===== config.mk =====
export PLATFORM = sky130hd
export DESIGN_NAME = vector_mem_unit
export DESIGN_NICKNAME = d
export VERILOG_FILES = /design/src/rtl/vector_mem_unit.sv
export SDC_FILE = /design/constraint.sdc
export NUM_CORES = 2
export LEC_CHECK = 0
export ABC_CLOCK_PERIOD_IN_PS = 5650
export CAP_MARGIN = 20
export CORE_AREA = 3 3 436 438
export CTS_CLUSTER_DIAMETER = 100
export DETAILED_ROUTE_END_ITERATION = 10
export DIE_AREA = 0 0 439 441
export PLACE_DENSITY = 0.45
export SLEW_MARGIN = 20
export SYNTH_ARGS = -nofsm -noshare
export SYNTH_HDL_FRONTEND = slang
export SYNTH_SLANG_ARGS = --single-unit

===== constraint.sdc =====
create_clock -name clk -period 5.65 [get_ports clk]
set_input_delay 1.13 -clock clk [delete_from_list [all_inputs] [get_ports clk]]
set_output_delay 1.13 -clock clk [all_outputs]
set_load 0.1 [all_outputs]

===== src/rtl/vector_mem_unit.sv =====
// Vector load/store engine between the decode stage and a single-port word-wide data RAM.
// Moves one VLEN vector as NWORDS consecutive words to/from memory, talking to register_file.
//
// state   | meaning
// IDLE    | waiting for a command, cmd_ready=1
// LD_RD   | issuing NWORDS reads, capturing the word read in the previous cycle
// LD_LAST | capturing the final read word
// LD_WB   | pulsing load with the assembled vector, done
// ST_RD   | pulsing store to request the source vector
// ST_CAP  | registering store_data
// ST_WR   | writing NWORDS words, done with the last one
module vector_mem_unit #(
  parameter int VLEN = 512,
  parameter int WORD = 32,
  parameter int AW   = 10
) (
  input  logic            clk,
  input  logic            reset,
  input  logic            cmd_valid,
  output logic            cmd_ready,
  input  logic            cmd_is_store,
  input  logic [1:0]      cmd_vreg,
  input  logic [AW-1:0]   cmd_base,
  output logic            done,
  output logic [AW-1:0]   mem_addr,
  output logic            mem_re,
  output logic            mem_we,
  output logic [WORD-1:0] mem_wdata,
  input  logic [WORD-1:0] mem_rdata,
  output logic            load,
  output logic [1:0]      load_addr_reg,
  output logic [VLEN-1:0] load_data,
  output logic            store,
  output logic [1:0]      store_addr_reg,
  input  logic [VLEN-1:0] store_data
);

  localparam int NWORDS = VLEN / WORD;
  localparam int CW     = $clog2(NWORDS);

  typedef enum logic [2:0] {
    IDLE, LD_RD, LD_LAST, LD_WB, ST_RD, ST_CAP, ST_WR
  } state_t;

  state_t            state, state_nx;
  logic [CW-1:0]     cnt;
  logic              ready_q;
  logic [1:0]        vreg_q;
  logic [AW-1:0]     base_q;
  logic [VLEN-1:0]   ld_buf;
  logic [VLEN-1:0]   st_buf;
  logic              accept;
  logic              last_cnt;
  logic [CW-1:0]     prev_cnt;

  assign accept   = cmd_valid & ready_q;
  assign last_cnt = (cnt == CW'(NWORDS - 1));
  assign prev_cnt = cnt - 1'b1;

  always_ff @(posedge clk) begin
    if (reset) state <= IDLE;
    else       state <= state_nx;
  end

  always_comb begin
    state_nx  = state;
    mem_re    = 1'b0;
    mem_we    = 1'b0;
    mem_addr  = '0;
    mem_wdata = '0;
    load      = 1'b0;
    store     = 1'b0;
    done      = 1'b0;
    case (state)
      IDLE: begin
        if (accept) state_nx = cmd_is_store ? ST_RD : LD_RD;
      end
      LD_RD: begin
        mem_re   = 1'b1;
        mem_addr = base_q + AW'(cnt);
        if (last_cnt) state_nx = LD_LAST;
      end
      LD_LAST: state_nx = LD_WB;
      LD_WB: begin
        load     = 1'b1;
        done     = 1'b1;
        state_nx = IDLE;
      end
      ST_RD: begin
        store    = 1'b1;
        state_nx = ST_CAP;
      end
      ST_CAP: state_nx = ST_WR;
      ST_WR: begin
        mem_we    = 1'b1;
        mem_addr  = base_q + AW'(cnt);
        mem_wdata = st_buf[cnt*WORD +: WORD];
        if (last_cnt) begin
          done     = 1'b1;
          state_nx = IDLE;
        end
      end
      default: state_nx = IDLE;
    endcase
  end

  // Datapath: latched command, word counter and the two vector buffers.
  always_ff @(posedge clk) begin
    if (reset) begin
      ready_q <= 1'b0;
      cnt     <= '0;
      vreg_q  <= '0;
      base_q  <= '0;
      ld_buf  <= '0;
      st_buf  <= '0;
    end else begin
      ready_q <= (state_nx == IDLE);
      case (state)
        IDLE: begin
          if (accept) begin
            vreg_q <= cmd_vreg;
            base_q <= cmd_base;
            cnt    <= '0;
          end
        end
        LD_RD: begin
          // Read data lags the address by one cycle, so word cnt-1 arrives now.
          if (cnt != '0) ld_buf[prev_cnt*WORD +: WORD] <= mem_rdata;
          cnt <= cnt + 1'b1;
        end
        LD_LAST: ld_buf[(NWORDS-1)*WORD +: WORD] <= mem_rdata;
        ST_CAP:  st_buf <= store_data;
        ST_WR:   cnt <= cnt + 1'b1;
        default: ;
      endcase
    end
  end

  assign cmd_ready      = ready_q;
  assign load_data      = ld_buf;
  assign load_addr_reg  = vreg_q;
  assign store_addr_reg = vreg_q;

endmodule

layer_met4.png
Supply wires on this layer in grey.
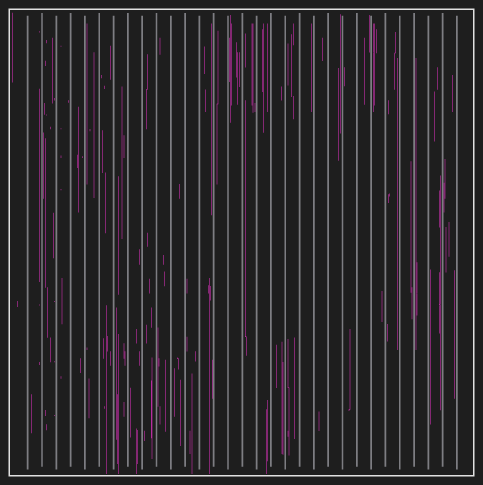
longest straight run: 277 um
share of all routed wire: 3.7%
main direction: vertical
wire length on this layer: 7930 um
nets with wire on the layer: 113
aggregate routed wire length: 215 mm
vias: 39300

flops_by_reg.png
Other sequential cells in the stronger grey, the rest of the logic in the fainter grey.
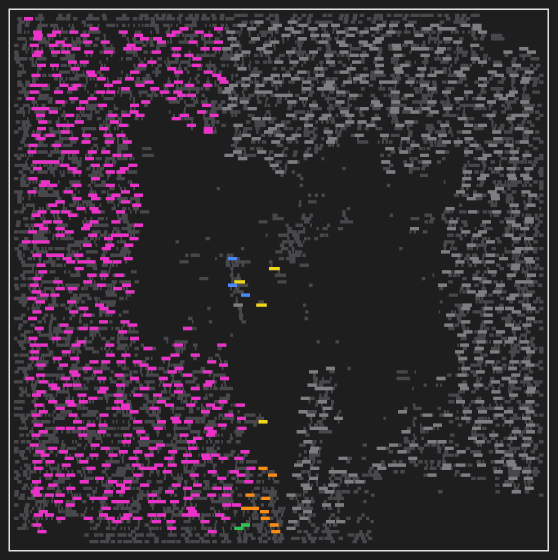
| colour | netlist name | flops |
|---|---|---|
| yellow | `cnt` | 4 |
| orange | `base_q` | 10 |
| magenta | `st_buf` | 512 |
| blue | `state` | 3 |
| green | `load_addr_reg` | 2 |
not coloured: 513
final core utilization: 31.6%
power in sequential cells: 7460 uW
sequential fraction of total cell area: 35.4%

clocks.png
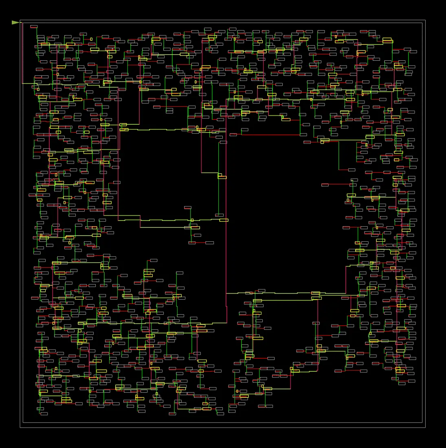
layout clock buffer count: 183
clock-net power: 8140 uW
# clock sinks: 1044
layout sequential cell count: 1044
number of CTS-inserted buffers: 121

[synthesized netlist by cell type, types with 58 or more instances]
cell type,instances
sky130_fd_sc_hd__mux2i_1,148
sky130_fd_sc_hd__dfxtp_1,1044
sky130_fd_sc_hd__clkbuf_1,383
sky130_fd_sc_hd__mux4_2,128
sky130_fd_sc_hd__a31o_2,86
sky130_fd_sc_hd__a21oi_1,682
sky130_fd_sc_hd__nand2_1,1447
sky130_fd_sc_hd__nor3_1,115
sky130_fd_sc_hd__nand4_1,99
sky130_fd_sc_hd__nand3_1,193
sky130_fd_sc_hd__o21ai_0,100
sky130_fd_sc_hd__buf_2,58
[cell type report]
class                           count  area (sq um)
Fill cell                       19800        128000
Sequential cell                  1044         20900
Multi-Input combinational cell   3274         18900
Timing Repair Buffer             1224         12000
Clock buffer                      183          3640
Tap cell                         2495          3120
Clock inverter                     38           452
Antenna cell                       22          55.1
Inverter                            9          41.3
[final timing paths]
path | end | slack [ps]
worst min-delay path | st_buf[505] | 450
worst min register to register | st_buf[505] | 450
worst max-delay path | mem_wdata[14] | 410
worst max register to register | load_data[226] | 930
[logic make-up after synthesis]
| family | share of synthesized area (%) |
|---|---|
| xor gates and xnor gates | 0.289 |
| AOI/OAI and AO/OA | 14.2 |
| muxes | 10.5 |
| and+or+nand+nor | 19.7 |
| DFF | 50.3 |
| adders and majority gates | 0.379 |
| buffers and inverters | 4.66 |
[where the power goes]
group / switching, uW / total (uW) / leakage (uW) / internal (uW)
Clock: 3360 / 8140 / 0.00204 / 4790
Combinational: 966 / 1530 / 0.00863 / 566
Sequential: 47.8 / 7460 / 0.00841 / 7410
Total: 4370 / 17100 / 0.0191 / 12800
[worst max-delay path: stages, from the launching register on]
cell                      delay (ps)
sky130_fd_sc_hd__dfxtp_4         720
sky130_fd_sc_hd__buf_4           510
sky130_fd_sc_hd__buf_12          400
sky130_fd_sc_hd__mux4_2          550
sky130_fd_sc_hd__mux2i_1         600
sky130_fd_sc_hd__o22ai_1         200
sky130_fd_sc_hd__buf_4           270
[metrics by stage]
step / instance area [sq um] / hold slack [ps] / setup slack (ps) / total power (uW) / util [%]
after CTS: 59000 / 452 / 175 / 17400 / 31.6
after global routing: 59100 / 464 / 128 / 17700 / 31.6
final: 59100 / 451 / 410 / 17100 / 31.6
after floorplan: 41600 / 433 / 477 / 8290 / -
after detailed placement: 54900 / 443 / 787 / 9180 / 29.4
after global placement: 55000 / 439 / 968 / 9180 / 29.4
[metal layers]
metal	track usage, %	share of wire (%)	wire [um]
met5	0	0.16	334
met4	7.39	3.7	7930
met3	5.35	6.3	13500
met2	38.9	52	112000
met1	23.3	38	81400
==> run notes <==
Synthesis and PnR results.

- The most common logic cell in the final layout is sky130_fd_sc_hd__nand2_1.
- The CTS tree reads yes.
- In the layout the commonest cells are sky130_fd_sc_hd__nand2_1, sky130_fd_sc_hd__clkdlybuf4s50_1, sky130_fd_sc_hd__dfxtp_1, sky130_fd_sc_hd__a21oi_1, sky130_fd_sc_hd__nand3_1.
- Counting every instance in the synthesized netlist gives 4802.
- The maximum clock skew at final layout is 20.8 ps.
- Setup repair after global routing left no endpoint under its margin.
- The first global-routing pass estimated 293 mm of wire.
- The violation count after the first detailed-routing iteration is around 2700.
- The worst min-delay path startpoint reads st_buf[505].
- In this run the layout overhead on the synthesized area is reported as 42.2%.
- The arrival time at the worst endpoint reads 4110 ps.
- The buffer count from post-CTS setup fixing reads 0.
- The later pin in the worst-skew pair is clocked with a latency of 760 ps.
- In the setup report, the worst path falls into the class reg2out.
- The final count of hold timing violations reads 0.
- The total setup violations reported at the end of the flow reads 0.
- The worst voltage drop across the vdd grid reads approximately 0.00024 V.
- The via density per instance is between 4 and 5.
- The cell count after placement reads 8045.
- The root buffer selected by CTS is sky130_fd_sc_hd__clkbuf_16.
- Note, the detailed placer reported a final HPWL of 156 mm.
- The share of synthesized registers carrying an async set or reset is 0%.
- The startpoint of the worst-slack reg-to-reg timing path reads cnt[0].
- The number of buffers inserted for hold repair after clock tree synthesis is 0.
- The max-capacitance violation count is 0.
- Total global-route track usage over all layers is roughly a fifth.
- Logic depth along the worst register-to-register path is recorded as 11.
- The number of buffer cells added on primary ports reads 1123.
- The placer's final routability congestion estimate is ~0.83.
- The iteration tally of the first detailed-router pass is 8.
- The largest net degree at the start of global routing reads 237.
- The top-level I/O count reads 1124.
- The global-route congestion overflow total is 0.
- The number of flops mapped to enable cells by yosys is 0.
- The clock input transition at the sequential cells of the worst setup and hold paths is about 60 ps.
- The final timing report derives a shortest allowable period of 5240 ps.
- Per the Yosys statistics, synthesis produced 4802 cells.
- Of the available clock period, the critical path in the final layout requires 92.7%.
- Looking at area per cell type in the netlist, the leader is sky130_fd_sc_hd__dfxtp_1.
- The number of different library cells in the post-synthesis netlist reads 59.
- The non-filler instance count after layout reads 8289.
- The flow ran to the end, and the final reports show no timing, DRC or antenna violations.
- During synthesis, Yosys emitted a total of 0 warnings.
- The dominant register cell in the synthesized netlist is sky130_fd_sc_hd__dfxtp_1.
- Sorting the synthesized cells by area gives the leading types as sky130_fd_sc_hd__dfxtp_1, sky130_fd_sc_hd__nand2_1, sky130_fd_sc_hd__a21oi_1, sky130_fd_sc_hd__mux4_2, sky130_fd_sc_hd__mux2i_1.
- The floorplan die area reads ~0.19 sq mm.
- The timing startpoint of the critical path is cnt[0].
- The core area is ~0.19 sq mm.
- Before any placement, the netlist area is recorded as 0.0416 sq mm.
- The post-synthesis chip area from yosys reads 0.0416 sq mm.
- The post-cts sizing count reads 0.
- Per the OpenROAD floorplan log, the height of the die is 441 um.
- The number of antenna-violating nets in the routed design is 0.
- The worst hold path cell count reads 2.
- The routed layout reports a DRC error count of 0.
- Summing over the stages, the warning tally comes to 62.
- The share of final-layout standard cells stronger than drive strength 1 is 10.3%.
- The leakage component of the power was reported as around 0.019 uW.
- In the final routed layout, each cell accounts on average for 26.0 um.
- The startpoint class of the critical path reads a flip-flop.
- The endpoint required time on the critical path reads approximately 4500 ps.
Power and IR drop assume default switching activity.
